Run 1, supply network:
Bar = 50 um. Pins as bars on the die edge.
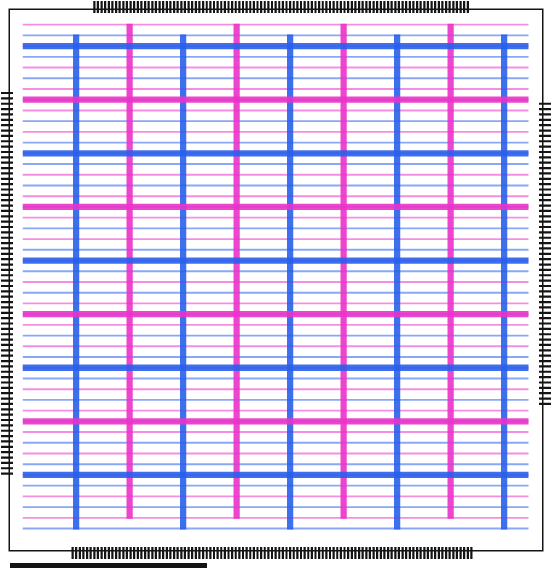
Run 1, cells coloured by class:
Bar = 50 um.
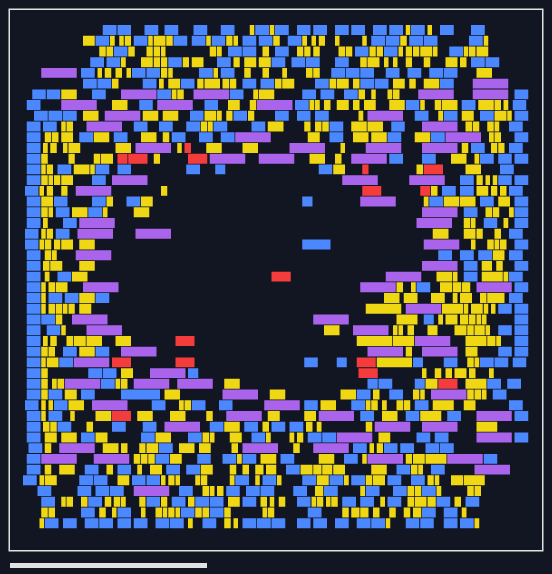
Run 1, clock network drawn from the DEF:
Bar = 50 um.
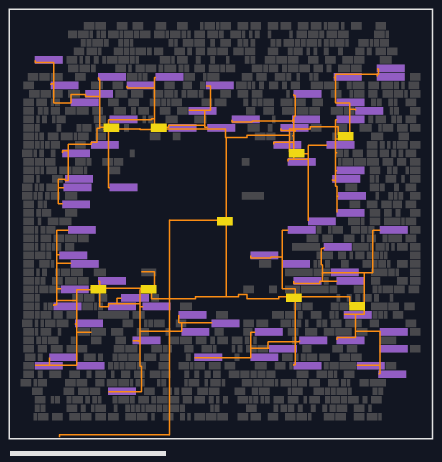
**src/rtl/axis_switch_arbiter.sv**
```systemverilog
// Round-robin AXI-Stream arbiter: merges NUM_SLAVES inputs onto one registered output,
// holding the grant for a whole packet and tagging every beat with its source index.
module axis_switch_arbiter #(
    parameter int NUM_SLAVES = 4,
    parameter int DATA_WIDTH = 64,
    parameter int DEST_WIDTH = 1,
    parameter int ID_WIDTH   = 2,
    parameter bit HAS_LAST   = 1'b1
) (
    input  logic                             aclk,
    input  logic                             areset,
    input  logic [NUM_SLAVES-1:0]            s_valid,
    output logic [NUM_SLAVES-1:0]            s_ready,
    input  logic [NUM_SLAVES*DATA_WIDTH-1:0] s_data,
    input  logic [NUM_SLAVES*DEST_WIDTH-1:0] s_dest,
    input  logic [NUM_SLAVES-1:0]            s_last,
    output logic                             m_valid,
    input  logic                             m_ready,
    output logic [DATA_WIDTH-1:0]            m_data,
    output logic [DEST_WIDTH-1:0]            m_dest,
    output logic [ID_WIDTH-1:0]              m_id,
    output logic                             m_last
);
    localparam int GW = $clog2(NUM_SLAVES);

    typedef enum logic {IDLE, LOCKED} state_e;

    state_e                  state_q, state_d;
    logic [GW-1:0]           rr_ptr_q, rr_ptr_d;
    logic [GW-1:0]           grant_q, grant_d;
    logic                    m_valid_q, m_valid_d;
    logic [DATA_WIDTH-1:0]   m_data_q, m_data_d;
    logic [DEST_WIDTH-1:0]   m_dest_q, m_dest_d;
    logic [ID_WIDTH-1:0]     m_id_q, m_id_d;
    logic                    m_last_q, m_last_d;

    logic                    sel_valid;
    logic                    sel_last;
    logic [DATA_WIDTH-1:0]   sel_data;
    logic [DEST_WIDTH-1:0]   sel_dest;

    logic                    arb_found;
    logic                    hi_found;
    logic [GW-1:0]           hi_idx;
    logic [GW-1:0]           lo_idx;
    logic [GW-1:0]           arb_idx;

    logic                    out_free;
    logic                    xfer;
    logic                    release_pkt;

    // NOTE: every signal assigned in an always_comb gets a default first, so no path
    // through the block leaves it unassigned and no latch is inferred.
    always_comb begin
        sel_valid = 1'b0;
        sel_last  = 1'b0;
        sel_data  = '0;
        sel_dest  = '0;
        for (int i = 0; i < NUM_SLAVES; i++) begin
            if (grant_q == GW'(i)) begin
                sel_valid = s_valid[i];
                sel_last  = s_last[i];
                sel_data  = s_data[i*DATA_WIDTH +: DATA_WIDTH];
                sel_dest  = s_dest[i*DEST_WIDTH +: DEST_WIDTH];
            end
        end
    end

    // Round-robin search split in two passes: the lowest valid index at or above
    // rr_ptr wins, otherwise the search wraps to the lowest valid index overall.
    always_comb begin
        arb_found = 1'b0;
        hi_found  = 1'b0;
        hi_idx    = '0;
        lo_idx    = '0;
        for (int i = NUM_SLAVES - 1; i >= 0; i--) begin
            if (s_valid[i]) begin
                arb_found = 1'b1;
                lo_idx    = GW'(i);
                if (GW'(i) >= rr_ptr_q) begin
                    hi_found = 1'b1;
                    hi_idx   = GW'(i);
                end
            end
        end
        arb_idx = hi_found ? hi_idx : lo_idx;
    end

    assign out_free    = !m_valid_q || m_ready;
    assign xfer        = (state_q == LOCKED) && sel_valid && out_free;
    assign release_pkt = xfer && (!HAS_LAST || sel_last);

    always_comb begin
        s_ready = '0;
        for (int i = 0; i < NUM_SLAVES; i++) begin
            s_ready[i] = (state_q == LOCKED) && (grant_q == GW'(i)) && out_free;
        end
    end

    always_comb begin
        state_d   = state_q;
        rr_ptr_d  = rr_ptr_q;
        grant_d   = grant_q;
        m_valid_d = m_valid_q;
        m_data_d  = m_data_q;
        m_dest_d  = m_dest_q;
        m_id_d    = m_id_q;
        m_last_d  = m_last_q;

        case (state_q)
            IDLE: begin
                if (arb_found) begin
                    grant_d = arb_idx;
                    state_d = LOCKED;
                end
            end
            LOCKED: begin
                if (release_pkt) begin
                    state_d  = IDLE;
                    rr_ptr_d = (grant_q == GW'(NUM_SLAVES - 1)) ? '0 : grant_q + 1'b1;
                end
            end
            default: state_d = IDLE;
        endcase

        // A drain and a load in the same cycle keep m_valid high with the new beat.
        if (xfer) begin
            m_valid_d = 1'b1;
            m_data_d  = sel_data;
            m_dest_d  = sel_dest;
            m_id_d    = ID_WIDTH'(grant_q);
            m_last_d  = HAS_LAST && sel_last;
        end else if (m_ready) begin
            m_valid_d = 1'b0;
        end
    end

    // NOTE: sequential state uses non-blocking assignments only, so every register
    // samples the pre-edge value of the others. The output datapath is reset too,
    // because m_data/m_dest/m_id/m_last must read zero while reset is asserted.
    always_ff @(posedge aclk or posedge areset) begin
        if (areset) begin
            state_q   <= IDLE;
            rr_ptr_q  <= '0;
            grant_q   <= '0;
            m_valid_q <= 1'b0;
            m_data_q  <= '0;
            m_dest_q  <= '0;
            m_id_q    <= '0;
            m_last_q  <= 1'b0;
        end else begin
            state_q   <= state_d;
            rr_ptr_q  <= rr_ptr_d;
            grant_q   <= grant_d;
            m_valid_q <= m_valid_d;
            m_data_q  <= m_data_d;
            m_dest_q  <= m_dest_d;
            m_id_q    <= m_id_d;
            m_last_q  <= m_last_d;
        end
    end

    assign m_valid = m_valid_q;
    assign m_data  = m_data_q;
    assign m_dest  = m_dest_q;
    assign m_id    = m_id_q;
    assign m_last  = m_last_q;

endmodule

```
**config.mk**
```make
export PLATFORM = sky130hd
export DESIGN_NAME = axis_switch_arbiter
export DESIGN_NICKNAME = d
export VERILOG_FILES = /design/src/rtl/axis_switch_arbiter.sv
export SDC_FILE = /design/constraint.sdc
export NUM_CORES = 1
export LEC_CHECK = 0
export CAP_MARGIN = 40
export CORE_AREA = 3 3 132 134
export CTS_BUF_LIST = sky130_fd_sc_hd__clkbuf_4 sky130_fd_sc_hd__clkbuf_8
export CTS_CLUSTER_SIZE = 16
export DETAILED_ROUTE_END_ITERATION = 16
export DIE_AREA = 0 0 135 137
export PLACE_DENSITY = 0.8
export SYNTH_ARGS = -nofsm -noshare
export SYNTH_HDL_FRONTEND = slang
export SYNTH_SLANG_ARGS = --single-unit
```
**constraint.sdc**
```tcl
create_clock -name aclk -period 3.86 [get_ports aclk]
set_input_delay 0.772 -clock aclk [delete_from_list [all_inputs] [get_ports aclk]]
set_output_delay 0.772 -clock aclk [all_outputs]
set_load 0.02 [all_outputs]
```
==> run_results.csv, run 1 <==
group,metric,value,unit
clock_network,cts.path.max_buffers,2,
final_timing,hold_violations,0,
power,p_switching,2.76,mW
power,clkPwrFrac,9.1,%
power,ir_drop,0.000389,V
setup_path,rr_endpoint,"m_data[29]",
layout,drive_gt1_share,11.0,%
synth,yosys-stat-area,0.00528,sq mm
setup_path,critPathMaxFanout,62,
outcome,outcome,"complete, no violations",
place,dp.final_hpwl,14800,um
setup_path,critical_path_class,"reg2out",
setup_path,worstSetupStartpointType,"flip-flop",
place,place.gp.congestion,0.857,
final_timing,finalClockSkew,7.74,ps
global_route,use_met2,35.0,%
global_route,grt-ovfl-total,0,
synth,syn_inst,635,
synth,topCellsByArea,"dfrtp_1 35%, mux2_2 13%, a21oi_1 12%, a22o_1 10%, o21ai_0 6.3%",
clock_network,root_buffer,"clkbuf_8",
synth,yosys_warnings,0,
setup_path,cp-endpoint,"s_ready[2]",
worst_hold_path,hold_class,"reg2reg",
drt,antenna_left,0,
drt,num_vias,5782,
power,switching_share,42.2,%
layout,nets,1214,
layout,fin_area,0.00905,sq mm
drt,drtPass1Iterations,5,
setup_path,crit_start,"grant_q[0]",
clock_network,clock_latency,350,ps
power,combinationalPowerShare,69.4,%
setup_path,crit_arrival,2510,ps
job,warnings,29,
final_timing,timing.final.ws_setup,577,ps
die,die_w,135,um
clock_network,htree_levels,3,
power,powerComb,4.53,mW
drt,vias_per_cell,4.97,
clock_network,cts_tree,"yes",
setup_path,path_cells,"inv_1 -> ha_4 -> and3_1 -> clkdlybuf4s50_1",
global_route,met1_usage,22.9,%
global_route,grt_pass1_vias,5548,
synth,top_cell_area_share,35.1,%
power,p_clk,592,uW
synth,fp_nets,910,
die,ios,344,
layout,diodes,0,
layout,layout.cells.most_common_list,"343 x clkdlybuf4s50_1, 128 x a21oi_1, 74 x dfrtp_1",
global_route,grt_use_total,19.7,%
setup_path,r2r_cells,6,
layout,utilization,55.1,%
place,place_inst,1148,
worst_hold_path,min_from,"m_data[52]",
die,num_rows,47,
die,fp-utilization,32.2,%
drt,routed_wl,19700,um
synth,common_cells,"128 x a21oi_1, 74 x dfrtp_1, 73 x inv_1",
drt,wl_met2,10000,um
drt,route.detailed.drc,0,
clock_network,numCtsBuffers,9,
layout,area_growth,71.4,%
final_timing,tns,0,ps
job,cap_viol_max_count,0,
die,dieArea,0.0185,sq mm
place,port_buffers,343,
power,power_frac_seq,21.6,%
drt,wl_met1,7830,um
power,finalPower,6.53,mW
drt,drt_iter0_drc,288,
layout,comb_area,0.00291,sq mm
power,leakagePower,3.91,nW
synth,yosysUniqueCellTypes,32,
clock_network,cts_resized,0,
power,p_per_area,722,mW/mm^2
setup_path,reg2reg_slack,1020,ps
synth,syn-mean-instance-area,8.31,sq um
place,dp_worst_setup_slack,756,ps
final_timing,rsz0062_at_grt,"false",
power,p_int,3.77,mW
layout,register_area,0.00185,sq mm
place,postPlaceCellArea,0.00886,sq mm
synth,flop_cell,"dfrtp_1",
layout,final-instance-count-excl-fill,1164,
global_route,grt_max_degree,75,
die,core-area,0.0164,sq mm
setup_path,slowest_stage,"ha_4",
synth,ys_cells,635,
global_route,antenna_found_initial,0,
setup_path,cp_data_required_time,3090,ps
final_timing,period_used_share,85.0,%
die,die_h,137,um
synth,edf_count,0,
synth,top_cell,"a21oi_1",
clock_network,path_clk_slew,80,ps
layout,lay_top_count,"clkdlybuf4s50_1",
power,power_leader,"combinational cells",
setup_path,cp_top_family,"buffers and inverters",
final_timing,period_minus_slack,3280,ps
drt,routedWlPerCell,16.9,um
final_timing,worstMarginPinSlew,765,ps
worst_hold_path,holdPathStages,1,
final_timing,whs,510,ps
clock_network,cts_hold_buffers,0,
final_timing,slew_violations,0,
drt,highest-signal-layer,"met4",
layout,fill_cells,1491,
setup_path,cp_slowest_stage_delay,620,ps
synth,yosysTopAreaCell,"dfrtp_1",
synth,numSynthFlops,74,
global_route,top_usage_layer,"met2",
final_timing,finalSetupViolCount,0,
final_timing,maxSlewHeadroom,49.0,%
setup_path,critPathBufInv,2,
global_route,grt_use_met3,5.85,%
synth,netlist_area,0.00528,sq mm
setup_path,cp-end-kind,"output port",
setup_path,timing.rr.start,"grant_q[0]",
final_timing,max_freq,305,MHz
clock_network,cts_setup_buffers,0,
synth,ys_seq_share,35.1,%
worst_hold_path,hold_end,"m_data[52]",
power,p_seq,1.41,mW
drt,route.met3.wl,1400,um
synth,synth-async-reset-ratio,100,%
clock_network,cts.sinks,74,
setup_path,cp.depth,4,
Back to the opening pictures, 'supply network':
[magenta] VDD
[blue] VSS
met4 straps: 9
rows: 47

Back to the opening pictures, 'cells coloured by class':
[red] clock drivers and dummy loads | cells: 16 | share of their area: 2.2%
[yellow] all other logic | cells: 501 | share of their area: 36%
[blue] other buffers and delay cells | cells: 353 | share of their area: 40%
[purple] flops | cells: 74 | share of their area: 21%

Back to the opening pictures, 'clock network drawn from the DEF':
[yellow] cells driving clock nets | count: 9
[orange] clock wires | length: 1180 um
[purple] flip-flops | count: 74
routed clock nets: 10
flops lie: widely spread

[run 1: kinds of logic after synthesis]
logic type                 count (synthesis)  share of synthesized area (%)
AOI/OAI and AO/OA                        275                           32.0
adders and majority gates                  4                          0.948
buffers and inverters                    133                           10.5
DFF                                       74                           35.1
muxes                                     68                           15.1
and+or+nand+nor                           81                           6.35
[run 1: area by class of cell]
class | instances | area share, %
Clock inverter | 2 | 0.111
Sequential cell | 74 | 20.5
Multi-Input combinational cell | 428 | 32.2
Tap cell | 220 | 3.04
Timing Repair Buffer | 353 | 39.1
Clock buffer | 14 | 1.99
Inverter | 73 | 3.04
[run 1: sequential cells by signal (all words and copies together), names as in the netlist]
name	count
grant_q	2
m_last	1
m_data	64
m_valid	1
state_q	1
m_id	2
m_dest	1
rr_ptr_q	2
Run 1, cell outlines without signal wires:
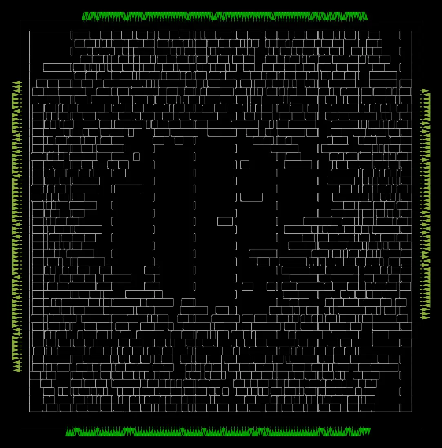

==> inputs of run 2 (changes only) <==
--- a/config.mk
+++ b/config.mk
@@ -5,12 +5,13 @@
 export SDC_FILE = /design/constraint.sdc
 export NUM_CORES = 1
 export LEC_CHECK = 0
+export ABC_AREA = 1
 export CAP_MARGIN = 40
-export CORE_AREA = 3 3 132 134
+export CORE_AREA = 3 3 131 133
 export CTS_BUF_LIST = sky130_fd_sc_hd__clkbuf_4 sky130_fd_sc_hd__clkbuf_8
 export CTS_CLUSTER_SIZE = 16
 export DETAILED_ROUTE_END_ITERATION = 16
-export DIE_AREA = 0 0 135 137
+export DIE_AREA = 0 0 134 136
 export PLACE_DENSITY = 0.8
 export SYNTH_ARGS = -nofsm -noshare
 export SYNTH_HDL_FRONTEND = slang
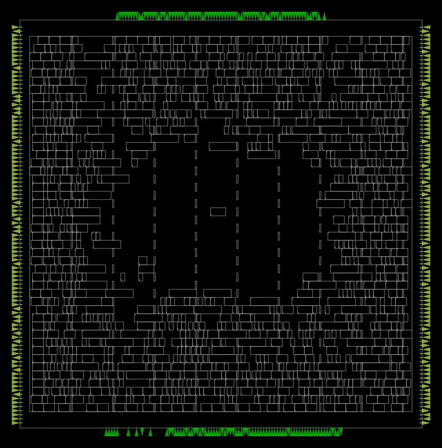
Run 2: cell outlines without signal wires
Rows: 46
TAP cells: 216
core footprint: 0.0159 sq mm
sequential cell area share: 21.3%
post-layout util: 54.6%

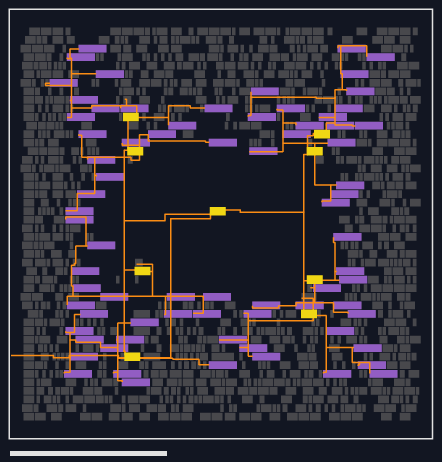
Run 2: clock network drawn from the DEF
Bar = 50 um.
[purple] flip-flops | count: 74
[yellow] cells driving clock nets | count: 9
[orange] clock wires | length: 1080 um
routed clock nets: 10
flops lie: widely spread

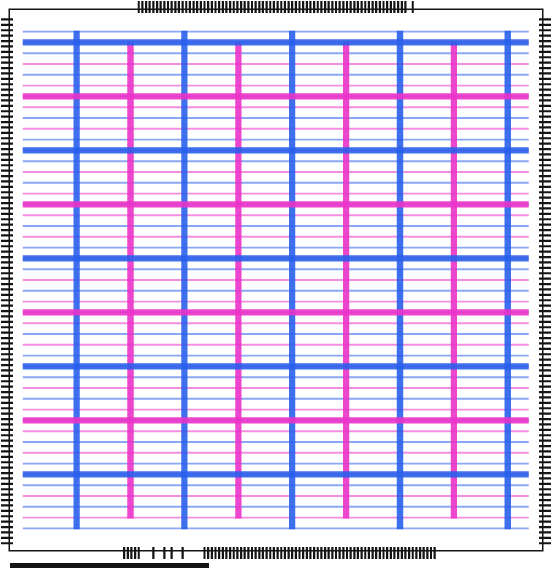
Run 2: supply network
Bar = 50 um. Pins as bars on the die edge.
[magenta] VDD
[blue] VSS
signal pins: 344
met4 straps: 9
rows: 46
met5 straps: 9

==> run 2 against run 1 <==
Count of clock-buffer cells in the layout shrank 1. Combinational power fell by 6.2%. Synthesized area shrank 4.1%. First-iteration DRC count up 2.8%. Die size shrank 1.5%. Total power shrank 6.2%. Non-clock buffer count is 1 lower. Critical path type is now in2out. Critical endpoint unchanged. Largest power group unchanged.
==> run_results.csv, run 2 <==
group,metric,value,unit
layout,clkCellAreaFrac,2.01,%
clock_network,numCtsBuffers,9,
layout,nets,1374,
layout,largest_class,"buffers",
layout,largest_reg_flops,64,
setup_path,critPathBufInv,3,
power,power_frac_seq,21.6,%
synth,common_cells,"477 x nand2_1, 74 x dfrtp_1, 71 x a21oi_1",
synth,flop_cell,"dfrtp_1",
power,finalPower,6.12,mW
layout,fin_area,0.00871,sq mm
setup_path,cp_data_required_time,3090,ps
layout,diodes,0,
clock_network,root_buffer,"clkbuf_8",
setup_path,r2r_cells,11,
synth,syn_inst,795,
place,place_inst,1304,
clock_network,cts.path.max_buffers,2,
global_route,grt_max_degree,77,
power,p_seq,1.32,mW
final_timing,finalClockSkew,9.15,ps
die,die_h,136,um
power,leakagePower,4.09,nW
die,fp-utilization,31.8,%
clock_network,path_clk_slew,70,ps
synth,netlist_area,0.00506,sq mm
setup_path,crit_arrival,2210,ps
setup_path,cp-endpoint,"s_ready[2]",
setup_path,cp-end-kind,"output port",
layout,final-instance-count-excl-fill,1320,
drt,antenna_left,0,
job,cap_viol_max_count,0,
job,warnings,29,
setup_path,crit_start,"m_ready",
power,powerComb,4.25,mW
power,switching_share,49.4,%
die,die_w,134,um
drt,drt_iter0_drc,296,
place,port_buffers,343,
drt,drtPass1Iterations,5,
final_timing,timing.final.ws_setup,873,ps
layout,layout.cells.most_common_list,"477 x nand2_1, 343 x clkdlybuf4s50_1, 74 x dfrtp_1",
final_timing,period_used_share,77.4,%
clock_network,cts_resized,0,
global_route,grt_pass1_vias,6081,
drt,num_vias,6286,
final_timing,rsz0062_at_grt,"false",
worst_hold_path,min_from,"m_data[11]",
synth,yosysUniqueCellTypes,18,
clock_network,cts.sinks,74,
setup_path,worstSetupStartpointType,"input pin",
synth,mux_area_share,0,%
final_timing,tns,0,ps
place,postPlaceCellArea,0.00854,sq mm
synth,yosys_warnings,0,
synth,numSynthFlops,74,
setup_path,cp_slowest_stage_delay,630,ps
clock_network,clock_latency,340,ps
synth,yosys-stat-area,0.00506,sq mm
setup_path,critPathMaxFanout,4,
layout,nClkBuffers,13,
final_timing,finalSetupViolCount,0,
place,place.gp.congestion,0.826,
synth,ys_top_logic_family,"simple AND/OR/NAND/NOR gates",
final_timing,maxSlewHeadroom,46.8,%
drt,vias_per_cell,4.76,
global_route,antenna_found_initial,0,
setup_path,path_cells,"clkdlybuf4s50_1 -> nor2_1 -> inv_1 -> nand2_1 -> nor2_1 -> clkdlybuf4s50_1",
synth,topCellsByArea,"dfrtp_1 37%, nand2_1 35%, o211ai_1 9.6%, a21oi_1 7.0%, buf_2 2.5%",
place,dp.final_hpwl,15000,um
layout,register_area,0.00185,sq mm
final_timing,slew_violations,0,
setup_path,timing.rr.start,"grant_q[0]",
synth,ys_sh_xor,0,%
layout,drive_gt1_share,3.17,%
setup_path,slowest_stage,"clkdlybuf4s50_1",
power,power_leader,"combinational cells",
worst_hold_path,holdPathStages,2,
worst_hold_path,hold_end,"m_data[11]",
synth,synth-async-reset-ratio,100,%
power,p_switching,3.02,mW
place,dp_worst_setup_slack,872,ps
synth,edf_count,0,
layout,ff_count,74,
synth,ys_sh_simple,36.9,%
setup_path,cp_top_family,"buffers and inverters",
clock_network,htree_levels,3,
final_timing,worstMarginPinSlew,798,ps
power,p_clk,550,uW
setup_path,reg2reg_slack,1310,ps
final_timing,period_minus_slack,2990,ps
final_timing,hold_violations,0,
layout,n_all_inverters,16,
layout,nonClockBufferCount,352,
synth,ys_cells,795,
power,p_int,3.10,mW
layout,comb.multi_input.count,646,
synth,synth_adder_area_share,0.988,%
outcome,outcome,"complete, no violations",
drt,routedWlPerCell,15.3,um
drt,routed_wl,20200,um
power,p_per_area,703,mW/mm^2
synth,top_cell_area_share,36.6,%
layout,lay_top_count,"nand2_1",
layout,final-nonclk-buf-share,40.3,%
power,combinationalPowerShare,69.4,%
layout,comb-cell-share,32.6,%
setup_path,rr_endpoint,"m_data[44]",
final_timing,whs,478,ps
die,dieArea,0.0182,sq mm
synth,ys_seq_share,36.6,%
layout,area_growth,72.0,%
clock_network,cts_tree,"yes",
clock_network,cts_setup_buffers,0,
synth,top_cell,"nand2_1",
drt,route.detailed.drc,0,
die,ios,344,
power,clkPwrFrac,9.0,%
worst_hold_path,hold_class,"reg2reg",
run 2: cell types whose count changed after synthesis, moves of 60 or more:
cell	change
a22o_1	-63
inv_1	-60
nand2_1	+411
o211ai_1	+65
mux2_2	-60
run 2: metal layers:
metal | wire length (um) | GRT usage [%] | vias to the layer above | share of wire (%)
met5 | 0 | 0 | - | 0
met4 | 408 | 6.86 | 0 | 2.0
met3 | 1880 | 6.00 | 28 | 9.3
met2 | 9850 | 38.0 | 282 | 49
met1 | 8030 | 24.0 | 2823 | 40
li1 | - | - | 3153 | -
run 2: worst register-to-register path, delay by kind of cell, from the launching register on:
| kind | cells | cell delay (ps) |
|---|---|---|
| buffers and inverters | 3 | 720 |
| DFF | 1 | 420 |
| and+or+nand+nor | 6 | 1040 |
| AOI/OAI and AO/OA | 1 | 90 |
| adders and majority gates | 1 | 210 |
Run 2, cells coloured by class:
Bar = 50 um.
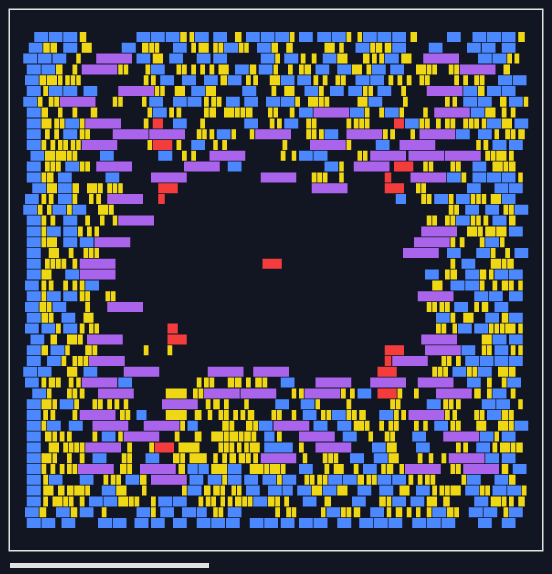

==> inputs of run 3 (changes only) <==
--- a/config.mk
+++ b/config.mk
@@ -7,12 +7,12 @@
 export LEC_CHECK = 0
 export ABC_AREA = 1
 export CAP_MARGIN = 40
-export CORE_AREA = 3 3 131 133
+export CORE_AREA = 3 3 132 134
 export CTS_BUF_LIST = sky130_fd_sc_hd__clkbuf_4 sky130_fd_sc_hd__clkbuf_8
 export CTS_CLUSTER_SIZE = 16
 export DETAILED_ROUTE_END_ITERATION = 16
-export DIE_AREA = 0 0 134 136
-export PLACE_DENSITY = 0.8
+export DIE_AREA = 0 0 135 137
+export PLACE_DENSITY = 0.82
 export SYNTH_ARGS = -nofsm -noshare
 export SYNTH_HDL_FRONTEND = slang
 export SYNTH_SLANG_ARGS = --single-unit
==> constraint.sdc (replaced) <==
create_clock -name aclk -period 2.5 [get_ports aclk]
set_input_delay 0.5 -clock aclk [delete_from_list [all_inputs] [get_ports aclk]]
set_output_delay 0.5 -clock aclk [all_outputs]
set_load 0.02 [all_outputs]
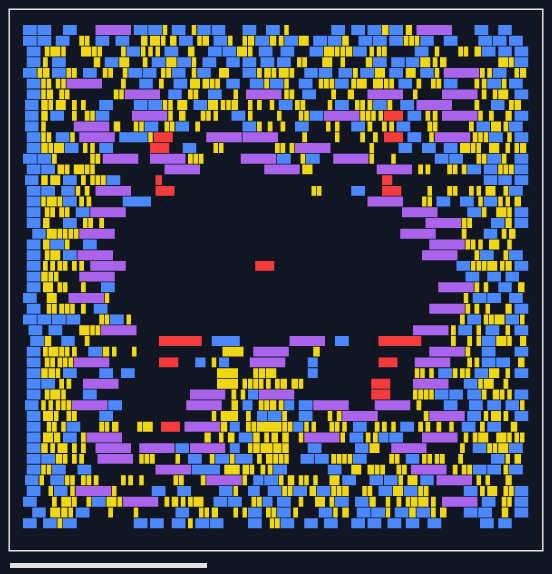
Run 3: cells coloured by class
Bar = 50 um.
[purple] flops | cells: 74 | share of their area: 21%
[red] clock drivers and dummy loads | cells: 16 | share of their area: 2.8%
[yellow] all other logic | cells: 662 | share of their area: 34%
[blue] other buffers and delay cells | cells: 361 | share of their area: 42%

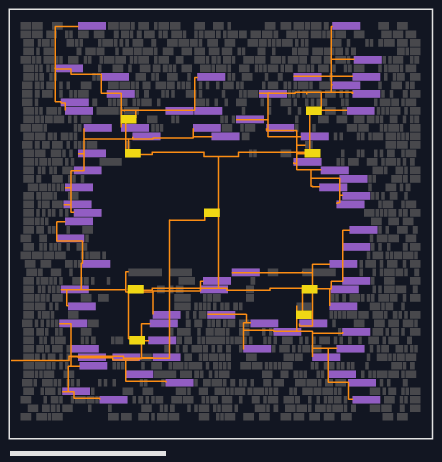
Run 3: clock network drawn from the DEF
Bar = 50 um.
[purple] flip-flops | count: 74
[yellow] cells driving clock nets | count: 9
[orange] clock wires | length: 1150 um
flops lie: widely spread
routed clock nets: 10

==> run 3 against run 2 <==
Cell area rose by 2.1%. Wire length rose by 1.9%. Worst hold slack improved by 1.2 ps. Final cell count rose by 0.98%. Synthesized area did not move. Synthesized cell count did not move. Clock skew rose by 0.88 ps. First-iteration DRC count did not move. Count of clock-buffer cells in the layout fell by 1. Sequential share of layout area fell by 0.43 points. Sequential cell count did not move. Die size rose by 1.5%. Highest routed layer is now met5.
==> run_results.csv, run 3 <==
group,metric,value,unit
outcome,outcome,"complete, no violations",
clock_network,clock_latency,350,ps
synth,yosys_warnings,0,
layout,nonClockBufferCount,361,
setup_path,crit_start,"grant_q[0]",
clock_network,path_clk_slew,80,ps
synth,ys_seq_share,36.6,%
final_timing,finalSetupViolCount,0,
setup_path,critPathMaxFanout,4,
layout,lay_top_count,"nand2_1",
layout,clkCellAreaFrac,2.67,%
layout,utilization,54.2,%
final_timing,maxSlewHeadroom,47.3,%
final_timing,timing.final.ws_setup,126,ps
drt,wl_met1,7650,um
die,core-area,0.0164,sq mm
clock_network,cts_setup_buffers,0,
global_route,grt_max_degree,66,
global_route,use_met2,38.5,%
layout,final-nonclk-buf-share,40.7,%
die,fp-utilization,30.9,%
die,die_h,137,um
worst_hold_path,hold_end,"m_data[62]",
final_timing,tns,0,ps
global_route,antenna_found_initial,1,
layout,register_area,0.00185,sq mm
synth,common_cells,"477 x nand2_1, 74 x dfrtp_1, 71 x a21oi_1",
global_route,met1_usage,21.7,%
synth,topCellsByArea,"dfrtp_1 37%, nand2_1 35%, o211ai_1 9.6%, a21oi_1 7.0%, buf_2 2.5%",
global_route,grt_use_met3,7.24,%
synth,syn_inst,795,
synth,flop_cell,"dfrtp_1",
layout,layout.cells.most_common_list,"477 x nand2_1, 341 x clkdlybuf4s50_1, 74 x dfrtp_1",
final_timing,period_minus_slack,2370,ps
layout,sh_seq_area,20.8,%
clock_network,cts.sinks,74,
layout,diodes,0,
synth,ys_cells,795,
layout,fin_area,0.00889,sq mm
die,num_rows,47,
place,postPlaceCellArea,0.00865,sq mm
setup_path,r2r_cells,10,
synth,top_cell_area_share,36.6,%
clock_network,numCtsBuffers,9,
global_route,top_usage_layer,"met2",
power,finalPower,9.81,mW
final_timing,slew_violations,0,
setup_path,cp-end-kind,"output port",
job,cap_viol_max_count,0,
drt,drtPass1Iterations,4,
drt,routedWlPerCell,15.4,um
drt,vias_per_cell,4.79,
drt,wl_met2,10400,um
layout,drive_gt1_share,3.95,%
synth,netlist_area,0.00506,sq mm
drt,drt_iter0_drc,296,
global_route,grt_pass1_vias,6139,
layout,largest_class,"buffers",
layout,n_all_inverters,16,
die,die_w,135,um
clock_network,cts_tree,"yes",
setup_path,crit_arrival,1870,ps
place,dp.final_hpwl,15400,um
worst_hold_path,holdPathStages,2,
place,place.gp.congestion,0.805,
die,dieArea,0.0185,sq mm
synth,yosys-stat-area,0.00506,sq mm
layout,area_growth,75.6,%
setup_path,reg2reg_slack,220,ps
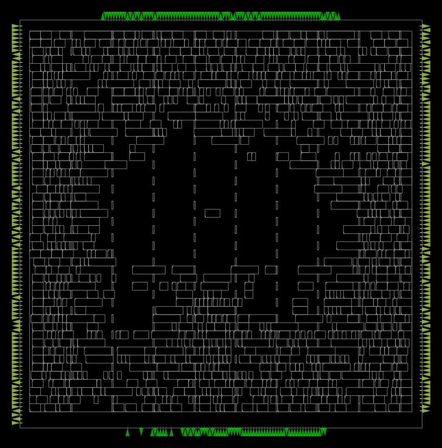
Run 3: cell outlines without signal wires
fin cells: 1333
flip-flops: 74
TAP cells: 220

==> run 3: cell families (layout without fill, tap and decap cells) <==
family | after synthesis | after routing | synth area share (%)
compound gates | 147 | 147 | 17.9
simple gates | 495 | 495 | 36.9
flops | 74 | 74 | 36.6
buf+inv | 75 | 393 | 7.66
fa+ha+maj | 4 | 4 | 0.988
==> run 3: where the power goes <==
part	internal [mW]	leakage, nW	total [mW]	switching [mW]
Sequential	1.75	0.940	2.05	0.301
Clock	0.643	0.119	1.10	0.455
Combinational	2.72	3.13	6.67	3.95
==> run 3: critical path, stage by stage (launching register included) <==
cell and delay (ps):
dfrtp_1 410, inv_1 130, ha_2 220, inv_2 60, nor2_1 90, clkdlybuf4s50_1 610
Power and IR drop assume default switching activity.
